**config.mk**
```make
export PLATFORM = sky130hd
export DESIGN_NAME = mdu_seq
export DESIGN_NICKNAME = d
export VERILOG_FILES = /design/src/rtl/mdu_seq_pkg.sv /design/src/rtl/mdu_seq_div_step.sv /design/src/rtl/mdu_seq.sv
export SDC_FILE = /design/constraint.sdc
export NUM_CORES = 2
export LEC_CHECK = 0
export ABC_AREA = 1
export CORE_UTILIZATION = 50
export CTS_CLUSTER_DIAMETER = 30
export CTS_CLUSTER_SIZE = 30
export DETAILED_ROUTE_END_ITERATION = 10
export PLACE_DENSITY = 0.71
export SYNTH_ARGS = -nofsm -noshare
export SYNTH_HDL_FRONTEND = slang
export SYNTH_SLANG_ARGS = --single-unit
export TNS_END_PERCENT = 30
```
**constraint.sdc**
```tcl
create_clock -name clk -period 4.7 [get_ports clk]
set_input_delay 0.94 -clock clk [delete_from_list [all_inputs] [get_ports clk]]
set_output_delay 0.94 -clock clk [all_outputs]
set_load 0.005 [all_outputs]
```
**src/rtl/mdu_seq_pkg.sv**
```systemverilog
// Shared types for the multiply/divide sequencer: operation encoding,
// machine word, and iteration counter width.
package pipes;

  localparam int MDU_WIDTH = 64;
  localparam int MDU_CNT_W = $clog2(MDU_WIDTH) + 1;

  typedef logic [MDU_WIDTH-1:0] word_t;

  typedef enum logic [2:0] {
    MDU_MUL  = 3'd0,
    MDU_DIV  = 3'd1,
    MDU_DIVU = 3'd2,
    MDU_REM  = 3'd3,
    MDU_REMU = 3'd4
  } mdu_op_t;

  function automatic logic mdu_is_signed_div(mdu_op_t op);
    return (op == MDU_DIV) || (op == MDU_REM);
  endfunction

  function automatic logic mdu_is_rem(mdu_op_t op);
    return (op == MDU_REM) || (op == MDU_REMU);
  endfunction

endpackage

```
**src/rtl/mdu_seq_div_step.sv**
```systemverilog
// One combinational restoring-division step: shift in a dividend bit,
// subtract the divisor when it fits, and report the quotient bit.
module mdu_div_step #(
  parameter int WIDTH = 64
) (
  input  logic [WIDTH-1:0] rem_i,
  input  logic             msb_i,
  input  logic [WIDTH-1:0] divisor_i,
  output logic [WIDTH-1:0] rem_o,
  output logic             qbit_o
);

  // One extra bit keeps the compare exact for unsigned divisors above 2^(WIDTH-1).
  logic [WIDTH:0]   shifted;
  logic [WIDTH-1:0] diff;

  assign shifted = {rem_i, msb_i};
  assign qbit_o  = (shifted >= {1'b0, divisor_i});
  assign diff    = shifted[WIDTH-1:0] - divisor_i;
  assign rem_o   = qbit_o ? diff : shifted[WIDTH-1:0];

endmodule

```
**src/rtl/mdu_seq.sv**
```systemverilog
// Iterative multiply/divide sequencer: shift-add multiply and restoring divide,
// one bit per cycle, with RISC-V divide-by-zero and overflow short-circuits.
module mdu_seq
  import pipes::*;
#(
  parameter int WIDTH = MDU_WIDTH
) (
  input  logic             clk,
  input  logic             resetn,
  input  logic             in_valid,
  output logic             in_ready,
  input  mdu_op_t          op,
  input  logic [WIDTH-1:0] src1,
  input  logic [WIDTH-1:0] src2,
  input  logic             flush,
  output logic             out_valid,
  input  logic             out_ready,
  output logic [WIDTH-1:0] result
);

  typedef enum logic [1:0] {IDLE, MUL_RUN, DIV_RUN, DONE} state_t;

  localparam logic [WIDTH-1:0]     MIN_NEG  = {1'b1, {(WIDTH-1){1'b0}}};
  localparam logic [MDU_CNT_W-1:0] CNT_INIT = MDU_CNT_W'(WIDTH);
  localparam logic [MDU_CNT_W-1:0] CNT_LAST = MDU_CNT_W'(1);

  state_t               state_q, state_d;
  mdu_op_t              op_q, op_d;
  logic [MDU_CNT_W-1:0] cnt_q, cnt_d;
  logic [WIDTH-1:0]     a_q, a_d, b_q, b_d, acc_q, acc_d, rem_q, rem_d, res_q, res_d;
  logic                 negq_q, negq_d, negr_q, negr_d;

  logic             s1_neg, s2_neg, ovf;
  logic [WIDTH-1:0] step_rem, quot_nx, mul_nx, q_fixed, r_fixed;
  logic             step_qbit;

  // a_q holds multiplicand/dividend, b_q multiplier/divisor, acc_q product/quotient.
  mdu_div_step #(.WIDTH(WIDTH)) u_step (
    .rem_i     (rem_q),
    .msb_i     (a_q[WIDTH-1]),
    .divisor_i (b_q),
    .rem_o     (step_rem),
    .qbit_o    (step_qbit)
  );

  assign s1_neg  = mdu_is_signed_div(op) && src1[WIDTH-1];
  assign s2_neg  = mdu_is_signed_div(op) && src2[WIDTH-1];
  assign ovf     = mdu_is_signed_div(op) && (src1 == MIN_NEG) && (&src2);
  assign quot_nx = {acc_q[WIDTH-2:0], step_qbit};
  assign mul_nx  = b_q[0] ? (acc_q + a_q) : acc_q;
  assign q_fixed = negq_q ? -quot_nx : quot_nx;
  assign r_fixed = negr_q ? -step_rem : step_rem;

  always_comb begin
    state_d = state_q;
    op_d    = op_q;
    cnt_d   = cnt_q;
    a_d     = a_q;
    b_d     = b_q;
    acc_d   = acc_q;
    rem_d   = rem_q;
    res_d   = res_q;
    negq_d  = negq_q;
    negr_d  = negr_q;
    if (flush) begin
      state_d = IDLE;
    end else begin
      unique case (state_q)
        IDLE: if (in_valid) begin
          op_d = op;
          if (op == MDU_MUL) begin
            a_d     = src1;
            b_d     = src2;
            acc_d   = '0;
            cnt_d   = CNT_INIT;
            state_d = MUL_RUN;
          end else if (src2 == '0) begin
            res_d   = mdu_is_rem(op) ? src1 : '1;
            state_d = DONE;
          end else if (ovf) begin
            res_d   = mdu_is_rem(op) ? '0 : src1;
            state_d = DONE;
          end else begin
            a_d     = s1_neg ? -src1 : src1;
            b_d     = s2_neg ? -src2 : src2;
            acc_d   = '0;
            rem_d   = '0;
            negq_d  = s1_neg ^ s2_neg;
            negr_d  = s1_neg;
            cnt_d   = CNT_INIT;
            state_d = DIV_RUN;
          end
        end
        MUL_RUN: begin
          acc_d = mul_nx;
          a_d   = a_q << 1;
          b_d   = b_q >> 1;
          cnt_d = cnt_q - 1'b1;
          if (cnt_q == CNT_LAST) begin
            res_d   = mul_nx;
            state_d = DONE;
          end
        end
        DIV_RUN: begin
          rem_d = step_rem;
          a_d   = a_q << 1;
          acc_d = quot_nx;
          cnt_d = cnt_q - 1'b1;
          if (cnt_q == CNT_LAST) begin
            res_d   = mdu_is_rem(op_q) ? r_fixed : q_fixed;
            state_d = DONE;
          end
        end
        DONE: if (out_ready) state_d = IDLE;
        default: state_d = IDLE;
      endcase
    end
  end

  always_ff @(posedge clk or negedge resetn) begin
    if (!resetn) begin
      state_q <= IDLE;
      op_q    <= MDU_MUL;
      cnt_q   <= '0;
      a_q     <= '0;
      b_q     <= '0;
      acc_q   <= '0;
      rem_q   <= '0;
      res_q   <= '0;
      negq_q  <= 1'b0;
      negr_q  <= 1'b0;
    end else begin
      state_q <= state_d;
      op_q    <= op_d;
      cnt_q   <= cnt_d;
      a_q     <= a_d;
      b_q     <= b_d;
      acc_q   <= acc_d;
      rem_q   <= rem_d;
      res_q   <= res_d;
      negq_q  <= negq_d;
      negr_q  <= negr_d;
    end
  end

  assign in_ready  = (state_q == IDLE);
  assign out_valid = (state_q == DONE);
  assign result    = res_q;

endmodule

```
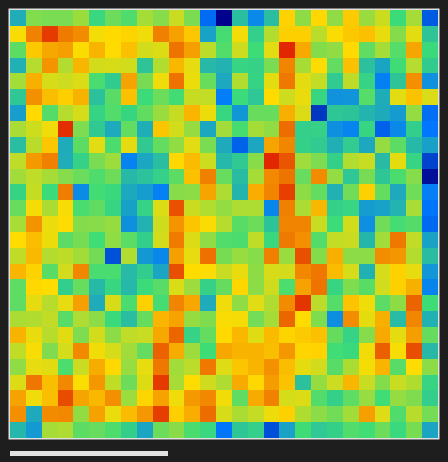
Fig. 1. Cell density map.
The bar under the picture is 100 um long. 27 x 27 tiles, from dark blue (low) to red (high), 0 to 100% covered.
fullest tile: 96%
tiles over 75% full: 25%
nearly empty tiles: 0.10%
mean over tiles: 62%

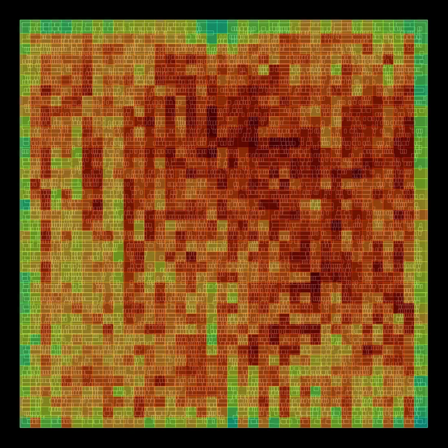
Fig. 2. Track usage over the die.
met3 usage: 7.562%
met1 track demand over resource: 55.62%

==> results.txt <==
R2r worst-path depth = 31
Yosys Instances = 6,196
YS chip area = 36,200 um2
CTS tree = built
Synthesized Nets = 6,473
Final net count = 7,035
Die Wd = 271.1 um
Status = completed
Root Driver = clkbuf_16
Synth Register Bits = 334
Commonest cells post-synth = nand2_1 (1,717), inv_1 (899), nor2_1 (692)
Drt wl/cell = 21.59 um
Post-Syn Area = 36,200 um2
First-pass GRT wire length = 247,600 um
Cells after Synth = 6,196
Crit Path Class = flip-flop to flip-flop
Worst-Margin Slew = 1.041 ns
CP peak stage delay = 0.46 ns
Die Y = 271.1 um
Dominant cell area share = 23.09%
Starting Density = 50.56%
Sink Count = 334
I/O Buffers = 201
Max-cap viol count = 0
CP arrival = 5.12 ns
Sum Neg Setup Slack = 0 ns
Element type at the critical path end = flip-flop
Clock buffer depth = 3
Total Routing Usage GR = 44.15%
Final HPWL DP = 131,100 um
Io pins = 202
Shortest period the worst path allows = 4.563 ns
Final Hold Fails = 0
Row count = 98
Comb gate area = 24,510 um2
Reg2Reg Setup Slack = 0.14 ns
Chip area = 73,490 um2
Final hold slack = 0.3270 ns
Worst Skew = 0.05448 ns
Worst R2R Start = rem_q[20]
Log Warnings = 34
Yosys warns = 0
Max Slew Vio Count = 0
Final setup vio count = 0
Seq share, synth = 23.09%
Max-slew headroom = 30.62%
Fin cells = 7,784
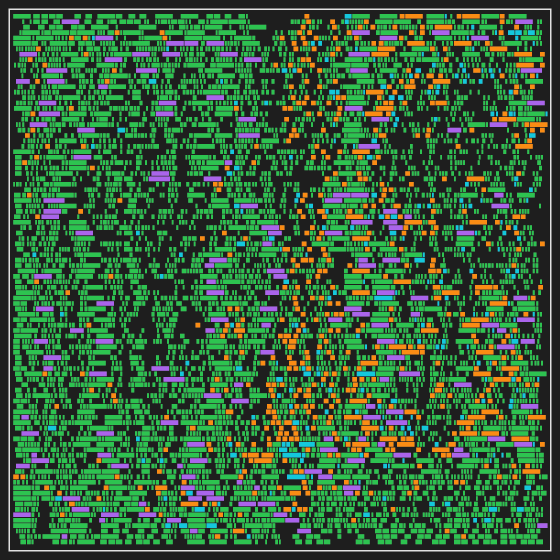
Fig. 3. Drive-strength map.
| colour | size | cells | share | most used |
|---|---|---|---|---|
| cyan | x2 | 254 | 3.7% | inv_2 |
| purple | x6 and larger | 165 | 2.4% | clkbuf_16 |
| green | x1 and smaller | 5,849 | 86% | nand2_1 |
| orange | x3 and x4 | 566 | 8.3% | buf_4 |
Final WS setup: 0.1369 ns
final std cell area, no fill: 46,880 um2
Non-clock buffers: 693
Layout area overhead: 29.47%

## cell families (layout without fill, tap and decap cells)
logic type,after synthesis,after routing,synth area share [%]
xor+xnor,158,158,3.822
flops,334,334,23.09
fa+ha+maj,141,141,4.914
compound gates,1289,1289,19.78
simple gates,3117,3117,36.12
buf+inv,1157,1795,12.28
## per-layer routing
| layer | wire (um) | track usage (%) | part of all wire, % | up-vias |
|---|---|---|---|---|
| met4 | 13360 | 30.43 | 7.9 | 2 |
| met3 | 16350 | 7.562 | 9.7 | 523 |
| met1 | 65030 | 55.62 | 39 | 20530 |
| li1 | - | - | - | 21310 |
| met5 | 13 | 0 | 0.0077 | - |
| met2 | 73280 | 68.80 | 44 | 2622 |
## worst max-delay path, delay by kind of cell, from the launching register on
family          cells  cell delay (ns)
fa+ha+maj           2             0.37
flops               1             0.46
buf+inv             4             0.38
compound gates      3             0.58
simple gates       22             2.65
## what timing repair did
item                                    4_1_cts  5_1_grt
gates resized                                 1      234
setup buffers                                 0       37
endpoints found under the setup margin        1       19
hold buffers                                  0        0
pin swaps                                     0       38
## layout make-up
type | count | share of cell area (%)
well taps | 950 | 2.536
repair buffers | 693 | 12.83
flip-flops and latches | 334 | 17.84
multi-input cells | 4705 | 52.30
clock inverters | 40 | 1.263
inverters | 929 | 7.452
clock buffers | 133 | 5.784
## flip-flops by register name, summed over array words and instances, names as in the netlist
signal	flops
b_q	64
acc_q	64
cnt_q	7
op_q	3
a_q	64
negr_q	1
result	64
state_q	2
negq_q	1
rem_q	64
